==> src/rtl/vsync_timing_gen_if.sv <==
// rtl/vsync_timing_gen_if.sv - vertical timing generator signal bundle
interface vsync_timing_gen_if #(
    parameter int yresolution = 10
);
    logic                   LineEnd;
    logic [yresolution-1:0] ActiveVideo;
    logic [yresolution-1:0] FrontPorch;
    logic [yresolution-1:0] SynchPulse;
    logic [yresolution-1:0] BackPorch;
    logic                   vsync;
    logic [yresolution-1:0] yposition;
    logic                   FrameEnd;
    logic                   VerticalActive;
    logic [1:0]             VState;

    modport master (
        output LineEnd, ActiveVideo, FrontPorch, SynchPulse, BackPorch,
        input  vsync, yposition, FrameEnd, VerticalActive, VState
    );

    modport slave (
        input  LineEnd, ActiveVideo, FrontPorch, SynchPulse, BackPorch,
        output vsync, yposition, FrameEnd, VerticalActive, VState
    );
endinterface

==> src/rtl/vsync_timing_gen.sv <==
// rtl/vsync_timing_gen.sv - vertical line counter and phase generator
module vsync_timing_gen #(
    parameter int yresolution = 10
) (
    input  logic                clock,
    input  logic                reset,
    vsync_timing_gen_if.slave   bus
);
    typedef enum logic [1:0] {
        ST_ACTIVE = 2'd0,
        ST_FRONT  = 2'd1,
        ST_SYNC   = 2'd2,
        ST_BACK   = 2'd3
    } vstate_e;

    localparam logic [yresolution-1:0] ONE = yresolution'(1);

    logic                   line_end_q, line_end_d;
    logic [yresolution-1:0] a_q, a_d, f_q, f_d, s_q, s_d, b_q, b_d;
    logic [yresolution-1:0] ypos_q, ypos_d;
    vstate_e                state_q, state_d;
    logic                   vsync_q, vsync_d;
    logic                   frame_end_q, frame_end_d;

    logic                   line_event;
    logic                   at_end;
    logic [yresolution-1:0] a_f, a_f_s, end_count, yn;
    vstate_e                phase_next;

    assign line_event = bus.LineEnd & ~line_end_q;
    assign a_f        = a_q + f_q;
    assign a_f_s      = a_f + s_q;
    assign end_count  = a_f_s + b_q;
    assign at_end     = (ypos_q == end_count);
    assign yn         = at_end ? '0 : ypos_q + ONE;

    // Ordered compares make zero-length phases fall through naturally.
    always_comb begin
        phase_next = ST_BACK;
        if (yn < a_q) begin
            phase_next = ST_ACTIVE;
        end else if (yn < a_f) begin
            phase_next = ST_FRONT;
        end else if (yn < a_f_s) begin
            phase_next = ST_SYNC;
        end
    end

    always_comb begin
        line_end_d  = bus.LineEnd;
        a_d         = a_q;
        f_d         = f_q;
        s_d         = s_q;
        b_d         = b_q;
        ypos_d      = ypos_q;
        state_d     = state_q;
        vsync_d     = vsync_q;
        frame_end_d = 1'b0;
        if (line_event) begin
            ypos_d      = yn;
            state_d     = phase_next;
            vsync_d     = (phase_next != ST_SYNC);
            frame_end_d = at_end;
            if (at_end) begin
                a_d = bus.ActiveVideo;
                f_d = bus.FrontPorch;
                s_d = bus.SynchPulse;
                b_d = bus.BackPorch;
            end
        end
    end

    always_ff @(posedge clock) begin
        if (reset) begin
            line_end_q  <= 1'b0;
            a_q         <= bus.ActiveVideo;
            f_q         <= bus.FrontPorch;
            s_q         <= bus.SynchPulse;
            b_q         <= bus.BackPorch;
            ypos_q      <= '0;
            state_q     <= ST_ACTIVE;
            vsync_q     <= 1'b1;
            frame_end_q <= 1'b0;
        end else begin
            line_end_q  <= line_end_d;
            a_q         <= a_d;
            f_q         <= f_d;
            s_q         <= s_d;
            b_q         <= b_d;
            ypos_q      <= ypos_d;
            state_q     <= state_d;
            vsync_q     <= vsync_d;
            frame_end_q <= frame_end_d;
        end
    end

    assign bus.yposition      = ypos_q;
    assign bus.VState         = state_q;
    assign bus.vsync          = vsync_q;
    assign bus.FrameEnd       = frame_end_q;
    assign bus.VerticalActive = (state_q == ST_ACTIVE);
endmodule

==> src/flat_wrapper.sv <==
// flat-port wrapper written by rule: the top's interface ports become plain ports
module vsync_timing_gen_flat 
#(
    parameter int yresolution = 10
)
  (clock, reset, bus_LineEnd, bus_ActiveVideo, bus_FrontPorch, bus_SynchPulse, bus_BackPorch, bus_vsync, bus_yposition, bus_FrameEnd, bus_VerticalActive, bus_VState);
  vsync_timing_gen_if #(.yresolution(yresolution)) bus_i ();
  input  logic clock;
  input  logic reset;
  input wire logic [$bits(bus_i.LineEnd)-1:0] bus_LineEnd;
  input wire logic [$bits(bus_i.ActiveVideo)-1:0] bus_ActiveVideo;
  input wire logic [$bits(bus_i.FrontPorch)-1:0] bus_FrontPorch;
  input wire logic [$bits(bus_i.SynchPulse)-1:0] bus_SynchPulse;
  input wire logic [$bits(bus_i.BackPorch)-1:0] bus_BackPorch;
  output wire logic [$bits(bus_i.vsync)-1:0] bus_vsync;
  output wire logic [$bits(bus_i.yposition)-1:0] bus_yposition;
  output wire logic [$bits(bus_i.FrameEnd)-1:0] bus_FrameEnd;
  output wire logic [$bits(bus_i.VerticalActive)-1:0] bus_VerticalActive;
  output wire logic [$bits(bus_i.VState)-1:0] bus_VState;
  assign bus_i.LineEnd = bus_LineEnd;
  assign bus_i.ActiveVideo = bus_ActiveVideo;
  assign bus_i.FrontPorch = bus_FrontPorch;
  assign bus_i.SynchPulse = bus_SynchPulse;
  assign bus_i.BackPorch = bus_BackPorch;
  assign bus_vsync = bus_i.vsync;
  assign bus_yposition = bus_i.yposition;
  assign bus_FrameEnd = bus_i.FrameEnd;
  assign bus_VerticalActive = bus_i.VerticalActive;
  assign bus_VState = bus_i.VState;
  vsync_timing_gen #(.yresolution(yresolution)) u_core (.clock(clock), .reset(reset), .bus(bus_i));
endmodule
==> config.mk <==
export PLATFORM = sky130hd
export DESIGN_NAME = vsync_timing_gen_flat
export DESIGN_NICKNAME = d
export VERILOG_FILES = /design/src/rtl/vsync_timing_gen_if.sv /design/src/rtl/vsync_timing_gen.sv /design/src/flat_wrapper.sv
export SDC_FILE = /design/constraint.sdc
export NUM_CORES = 1
export LEC_CHECK = 0
export CORE_MARGIN = 5
export CORE_UTILIZATION = 44
export CTS_CLUSTER_DIAMETER = 40
export DETAILED_ROUTE_END_ITERATION = 16
export PLACE_DENSITY = 0.69
export SYNTH_ARGS = -nofsm -noshare
export SYNTH_HDL_FRONTEND = slang
export SYNTH_SLANG_ARGS = --single-unit
==> constraint.sdc <==
create_clock -name clock -period 6.91 [get_ports clock]
set_input_delay 1.382 -clock clock [delete_from_list [all_inputs] [get_ports clock]]
set_output_delay 1.382 -clock clock [all_outputs]
set_load 0.05 [all_outputs]
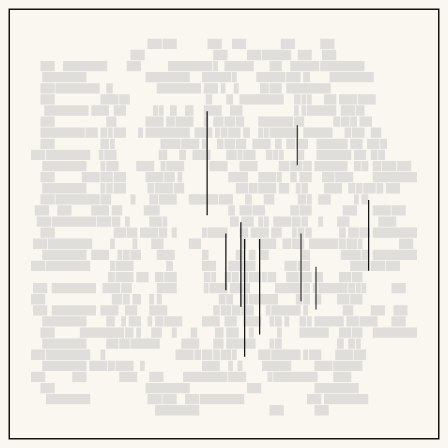
*Metal 4, run 1*
wire length on this layer	164 um
nets with wire on the layer	9
main direction	vertical
longest straight run	28.6 um

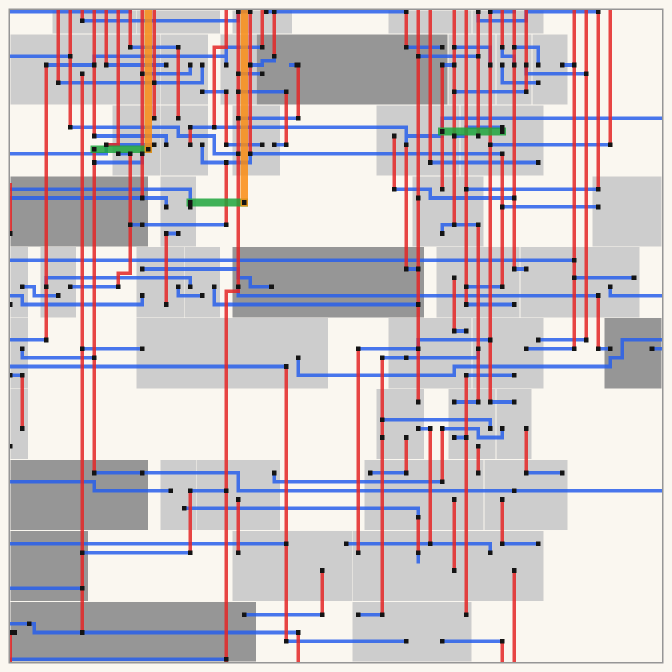
*Zoomed window, run 1*
Window x 66 to 91, y 14 to 39 um. Cells in grey, sequential cells in the stronger grey; small squares are vias.
colour	layer
blue	met1
green	met3
orange	met4
red	met2
netlist names of flops here include	u_core.bus.yposition (4), u_core.b_q (1)
most frequent	nand2_1 (6), xnor2_1 (5)
sequential cells in the window	5
cells with their middle in the window	38

==> Changelog: implementation, run 1 <==
### Metrics

* Yosys cell count at 386
* DR vias/cell at 5.50
* RSZ-0062 raised after global routing: false
* Share of the synthesized area in the top cell type at 30.3%
* Tcrit/Tclk final at 91.8%
* P_seq at 0.000380 W
* Placer congestion estimate at 0.827
* DRC violations left at 0
* WS Path Type: reg -> reg
* Switching power share of the total at 37.5%
* Post-synth mux share at 1.07%
* Setup crit start: u_core.a_q[0]
* Via count at 3068
* Yosys warning count at 0
* Sequential cell area at 0.00150 mm^2
* Crit. End Element: flop
* Max Used Layer: met4
* Top post-synthesis cells by count: ha_1, edfxtp_1, a21oi_1
* WL final at 8.70 mm
* Final instance area at 0.00478 mm^2
* Cells after Synth at 386
* Busiest grt layer: met2
* Asr flop ratio synth at 0%
* Crit path DAT at 6550 ps
* Crit path to: u_core.bus.vsync
* Cell family with most CP delay: AND-OR/OR-AND gates
* Num CTS Buffers at 5
* Placed Instances at 549
* FP Rows at 34
* Filler Cells Inserted at 799
* Met3 WL at 326 um
* Clock skew at 16.6 ps
* Register share of the cell area at 31.4%
* Metal-1 WL at 3.85 mm
* Critical path peak fanout at 6
* Metal2 WL at 4.36 mm
* Most instantiated logic cell after routing: clkdlybuf4s50_1
* Die W at 105 um
* Overflow after GRT at 0
* HPWL reported at the end of detailed placement at 7.26 mm
* Hold_buf cts at 0
* Registers at 55
* R2R cell count at 29
* Min-Delay Startpoint: u_core.bus.VState[1]
* Outcome: completed
* Clk slew on worst S/H paths at 100 ps
* CP Launch Type: flop
* Cell Int Power at 0.000667 W
* Signal buffers at 60
* Wire per inst at 15.6 um
* Leakage at 2.03 nW
* Syn_nets at 486
* Hold endpoint: u_core.bus.VState[1]
* Initial antenna violation count at 0
* Vias in the first global route at 3219
* Yosys adder share at 18.6%
* Max transition margin at 57.6%
* Clk sink count at 55
* Max IR drop VDD at 92.2 uV
* Chip height at 105 um
* Post-cts resize count at 0
* Dominant register cell: edfxtp_1
* DRT iter0 DRCs at 90
* Sum Neg Setup Slack at 0 ps
* Max-area cell class: combinational gates
* Ant diodes at 0
* DP Area at 0.00469 mm^2
* H-Tree Depth at 2
* Chip area at 0.0110 mm^2
* Final setup viols at 0
* Post-CTS Repair Setup Buffers at 0
* FF-to-FF setup slack at 570 ps
* Clk ins delay skew pair at 310 ps
* Setup ws final at 566 ps
* Largest net degree at the start of global routing at 23
* First-pass GRT wire length at 14.5 mm
* Io pins at 58
* Layout area overhead at 20.7%
* Part of the power in registers at 35.6%
* Worst Path Required at 7120 ps
* Power Clock at 0.000175 W
* Worst reg2reg path endpoint: u_core.bus.vsync
* Dpl ws at 103 ps
* Commonest cells after routing, fill and taps aside: clkdlybuf4s50_1, ha_1, edfxtp_1, a21oi_1, inv_1
* Maxcap violations at 0
* Power Combinational at 0.000512 W
* Distinct lib cells at 57
* MI comb cells at 296
* Period minus WS final at 6340 ps
* Worst hold stages at 2
* Xor/xnor share at 9.23%
* Core area at 0.00876 mm^2
* Non-filler cells, final at 558
* Clk Tree Root Cell: clkbuf_8
* Final-layout clock buffer total at 7
* Yosys stat area at 0.00396 mm^2
* Logic gate share of total power at 48.0%
* Aoi share at 14.6%
* Fmax at 158 MHz
* PwrDens at 223 mW/mm^2
* Hold WS at 478 ps
* Util after Layout at 54.6%
* Bufs on Longest Clock Path at 2
* Slowest CP cell: fa_1
* Pre-antenna DRT Iters at 4
* Tool warning count at 28
* IO buf count at 57
* Worst path most repeated cell: ha_1
* Largest area contributor in the netlist: edfxtp_1
* Clock power frac at 16.4%
* Hold Path Class: reg -> reg
* Mapped cell area at 0.00396 mm^2
* Final hold vios at 0
* Post-synth EDFFs at 40
* N_taps at 108
* Detail Route Antenna Nets at 0
* FP Util at 45.2%
* Worst Path Buf+Inv at 1
* Post-Syn Area per Cell at 10.3 um^2
* Layout net count at 549
* Basic Gates by Area at 15.3%
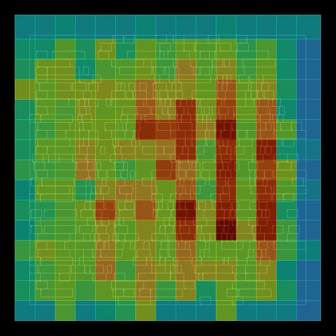
*Routing congestion, run 1*
GRT Total Usage: 16.1%
met2 usage: 29.0%
met3 usage: 2.90%
met1 Resource Use GR: 19.3%

## Run 2: what changed since run 1
--- a/config.mk
+++ b/config.mk
@@ -5,11 +5,14 @@
 export SDC_FILE = /design/constraint.sdc
 export NUM_CORES = 1
 export LEC_CHECK = 0
+export ABC_AREA = 1
 export CORE_MARGIN = 5
 export CORE_UTILIZATION = 44
 export CTS_CLUSTER_DIAMETER = 40
 export DETAILED_ROUTE_END_ITERATION = 16
+export GPL_TIMING_DRIVEN = 0
 export PLACE_DENSITY = 0.69
+export SETUP_SLACK_MARGIN = 0.15
 export SYNTH_ARGS = -nofsm -noshare
 export SYNTH_HDL_FRONTEND = slang
 export SYNTH_SLANG_ARGS = --single-unit
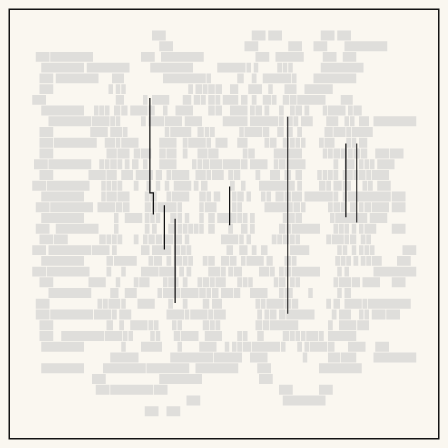
*Metal 4, run 2*
share of all routed wire	1.6%
main direction	vertical
via count: 3657
WL final: 9.78 mm

==> run 2 against run 1 <==
- utilization is 1.0 points lower
- via count is 19% higher
- sequential power is 2% higher
- wire length is 12% higher
- clock power is 5% higher
- sequential share of layout area is 2.2 points lower
- combinational power is 29% higher
- total power is 16% higher
- critical path type unchanged
- largest power group unchanged
==> Changelog: implementation, run 2 <==
### Metrics

* Wire per inst at 13.3 um (-15%)
* Worst reg2reg path endpoint: u_core.bus.VState[1]
* Most instantiated logic cell after routing: nand2_1
* Placer congestion estimate at 0.942 (+14%)
* Aoi share at 9.86% (-4.8 points)
* Metal2 WL at 4.91 mm (+13%)
* WS Path Type: reg -> reg
* Largest area contributor in the netlist: edfxtp_1
* Util after Layout at 53.5% (-1.0 points)
* DRT iter0 DRCs at 148 (+64%)
* Registers at 55 (unchanged)
* Cell Int Power at 0.000715 W (+7.2%)
* Max Used Layer: met4
* Filler Cells Inserted at 910 (+14%)
* RSZ-0062 raised after global routing: false
* GRT Total Usage at 17.3% (+1.2 points)
* Worst hold stages at 2 (unchanged)
* Slowest CP cell: fa_1
* Min-Delay Startpoint: u_core.bus.VState[1]
* Layout net count at 702 (+28%)
* Cells after Synth at 535 (+39%)
* Yosys adder share at 17.3% (-1.3 points)
* Ant diodes at 0 (unchanged)
* Largest net degree at the start of global routing at 41 (+78%)
* Overflow after GRT at 0 (unchanged)
* Critical path peak fanout at 10 (+4)
* Setup ws final at 692 ps (+125 ps)
* FP Util at 44.4% (-0.74 points)
* CP Launch Type: flop
* Met2 usage at 32.5% (+3.6 points)
* Period minus WS final at 6220 ps (-125 ps)
* Switching power share of the total at 42.1% (+4.6 points)
* Die W at 108 um (+3.4%)
* FP Rows at 36 (+5.9%)
* Post-synth EDFFs at 40 (unchanged)
* DP Area at 0.00500 mm^2 (+6.7%)
* Worst Path Required at 7170 ps (+50 ps)
* Met3 usage at 3.16% (+0.27 points)
* Syn_nets at 635 (+31%)
* Setup crit start: u_core.a_q[0]
* Bufs on Longest Clock Path at 2 (unchanged)
* R2R cell count at 36 (+24%)
* Num CTS Buffers at 5 (unchanged)
* Tool warning count at 28 (unchanged)
* Post-CTS Repair Setup Buffers at 0 (unchanged)
* Max-area cell class: combinational gates
* Part of the power in registers at 31.5% (-4.1 points)
* Post-Syn Area per Cell at 7.97 um^2 (-22%)
* Share of the synthesized area in the top cell type at 28.2% (-2.2 points)
* P_seq at 0.000389 W (+2%)
* Clk slew on worst S/H paths at 100 ps (about the same)
* Hold WS at 491 ps (+13.0 ps)
* Max transition margin at 36.6% (-21 points)
* Power Combinational at 0.000662 W (+29%)
* Sequential cell area at 0.00150 mm^2 (unchanged)
* Tcrit/Tclk final at 90.0% (-1.8 points)
* Clock power frac at 14.9% (-1.5 points)
* Clk sink count at 55 (unchanged)
* Core area at 0.00959 mm^2 (+9.5%)
* Dominant register cell: edfxtp_1
* Fmax at 161 MHz (+2.0%)
* Post-cts resize count at 0 (unchanged)
* Placed Instances at 725 (+32%)
* Crit. End Element: flop
* Basic Gates by Area at 21.9% (+6.6 points)
* N_taps at 133 (+23%)
* Outcome: completed
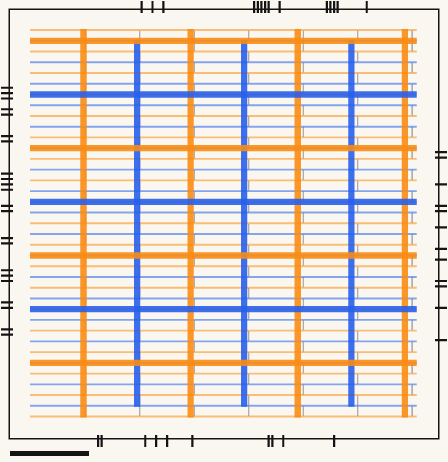
*Floorplan with the power grid, run 2*
The bar under the picture is 20 um long. Pins as bars on the die edge. Tap cells in grey.
colour	net
blue	VDD
orange	VSS
rows	36
tap cells	133
met1 rails	37

## Run 3: what changed since run 2
--- a/config.mk
+++ b/config.mk
@@ -8,7 +8,7 @@
 export ABC_AREA = 1
 export CORE_MARGIN = 5
 export CORE_UTILIZATION = 44
-export CTS_CLUSTER_DIAMETER = 40
+export CTS_CLUSTER_DIAMETER = 150
 export DETAILED_ROUTE_END_ITERATION = 16
 export GPL_TIMING_DRIVEN = 0
 export PLACE_DENSITY = 0.69
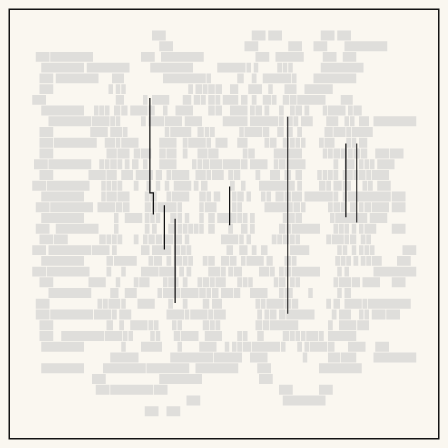
*Metal 4, run 3*
main direction	vertical
longest straight run	49.6 um
share of all routed wire	1.6%
nets with wire on the layer	7
wire length on this layer	159 um

==> run 3 against run 2 <==
- first-iteration DRC count stayed put
- critical endpoint unchanged
- register-to-register slack barely moved
- highest routed layer unchanged
- non-clock buffer count unchanged
- die size did not move
- utilization unchanged
- critical path depth unchanged
- combinational power hardly changed
- synthesized cell count did not move
- count of clock-buffer cells in the layout unchanged
==> Changelog: implementation, run 3 <==
### Metrics

* Outcome: completed
* Worst hold stages at 2 (unchanged)
* PwrDens at 241 mW/mm^2
* Cell family with most CP delay: simple AND/OR/NAND/NOR gates
* Hold_buf cts at 0
* Min-Delay Startpoint: u_core.bus.VState[1]
* Asr flop ratio synth at 0%
* Post-cts resize count at 0 (unchanged)
* Registers at 55 (unchanged)
* Xor/xnor share at 5.87%
* Chip height at 108 um
* Metal2 WL at 4.91 mm (unchanged)
* Detail Route Antenna Nets at 0
* Part of the power in registers at 31.5% (about the same)
* Share of the synthesized area in the top cell type at 28.2% (unchanged)
* Fmax at 161 MHz (unchanged)
* Crit path DAT at 6470 ps
* Max transition margin at 36.6% (unchanged)
* Die W at 108 um (unchanged)
* CP max stage delay at 410 ps
* Max IR drop VDD at 106 uV
* Io pins at 58
* CP Launch Type: flop
* Clk slew on worst S/H paths at 100 ps (about the same)
* Bufs on Longest Clock Path at 2 (unchanged)
* Worst reg2reg path endpoint: u_core.bus.VState[1]
* Logic gate share of total power at 53.6%
* Hold Path Class: reg -> reg
* Largest area contributor in the netlist: edfxtp_1
* Power Combinational at 0.000662 W (about the same)
* Clk sink count at 55 (unchanged)
* Placer congestion estimate at 0.942 (unchanged)
* Mapped cell area at 0.00426 mm^2
* Clk ins delay skew pair at 310 ps
* Post-CTS Repair Setup Buffers at 0 (unchanged)
* Clock power frac at 14.9% (about the same)
* N_taps at 133 (unchanged)
* Max Used Layer: met4
* Via count at 3657 (unchanged)
* Cells after Synth at 535 (unchanged)
* Filler Cells Inserted at 910 (unchanged)
* Ant diodes at 0 (unchanged)
* Syn_nets at 635 (unchanged)
* Met3 usage at 3.16% (unchanged)
* Clock skew at 4.18 ps
* Tcrit/Tclk final at 90.0% (unchanged)
* Cell Int Power at 0.000715 W (unchanged)
* WL final at 9.78 mm (unchanged)
* P_seq at 0.000389 W (about the same)
* Yosys adder share at 17.3% (unchanged)
* Post-synth EDFFs at 40 (unchanged)
* Maxcap violations at 0
* Tool warning count at 28 (unchanged)
* Num CTS Buffers at 5 (unchanged)
* Largest net degree at the start of global routing at 41 (unchanged)
* Core area at 0.00959 mm^2 (unchanged)
* Sum Neg Setup Slack at 0 ps
* Max-area cell class: combinational gates
* Post-Syn Area per Cell at 7.97 um^2 (unchanged)
* Clk Tree Root Cell: clkbuf_8
* Worst Path Buf+Inv at 7
* RSZ-0062 raised after global routing: false
* Sequential cell area at 0.00150 mm^2 (unchanged)
* Signal buffers at 65
* Placed Instances at 725 (unchanged)
* Overflow after GRT at 0 (unchanged)
* GRT Total Usage at 17.3% (unchanged)
* Critical path peak fanout at 10 (unchanged)
* DR vias/cell at 4.97
* Switching power share of the total at 42.1% (unchanged)
* Layout net count at 702 (unchanged)
* First-pass GRT wire length at 16.2 mm
* FP Rows at 36 (unchanged)
* Yosys warning count at 0
* FP Util at 44.4% (unchanged)
* Worst Path Required at 7170 ps (about the same)
* DRT iter0 DRCs at 148 (unchanged)
* Dominant register cell: edfxtp_1
* Vias in the first global route at 3667
* Hold endpoint: u_core.bus.VState[1]
* Basic Gates by Area at 21.9% (unchanged)
* Setup ws final at 692 ps (unchanged)
* Hold WS at 491 ps (unchanged)
* Most instantiated logic cell after routing: nand2_1
* Wire per inst at 13.3 um (unchanged)
* Dpl ws at 508 ps
* R2R cell count at 36 (unchanged)
* FF-to-FF setup slack at 690 ps
* Crit. End Element: flop
* DP Area at 0.00500 mm^2 (unchanged)
* Period minus WS final at 6220 ps (unchanged)
* Aoi share at 9.86% (unchanged)
* WS Path Type: reg -> reg
* Setup crit start: u_core.a_q[0]
* Slowest CP cell: fa_1
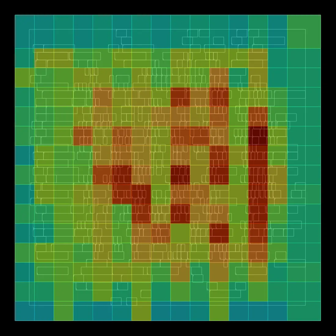
*Routing congestion, run 3*
met2 usage: 32.5%
Util after Layout: 53.5%
met1 Resource Use GR: 20.0%

No activity file was given, so power comes from the tool's default toggle rates.
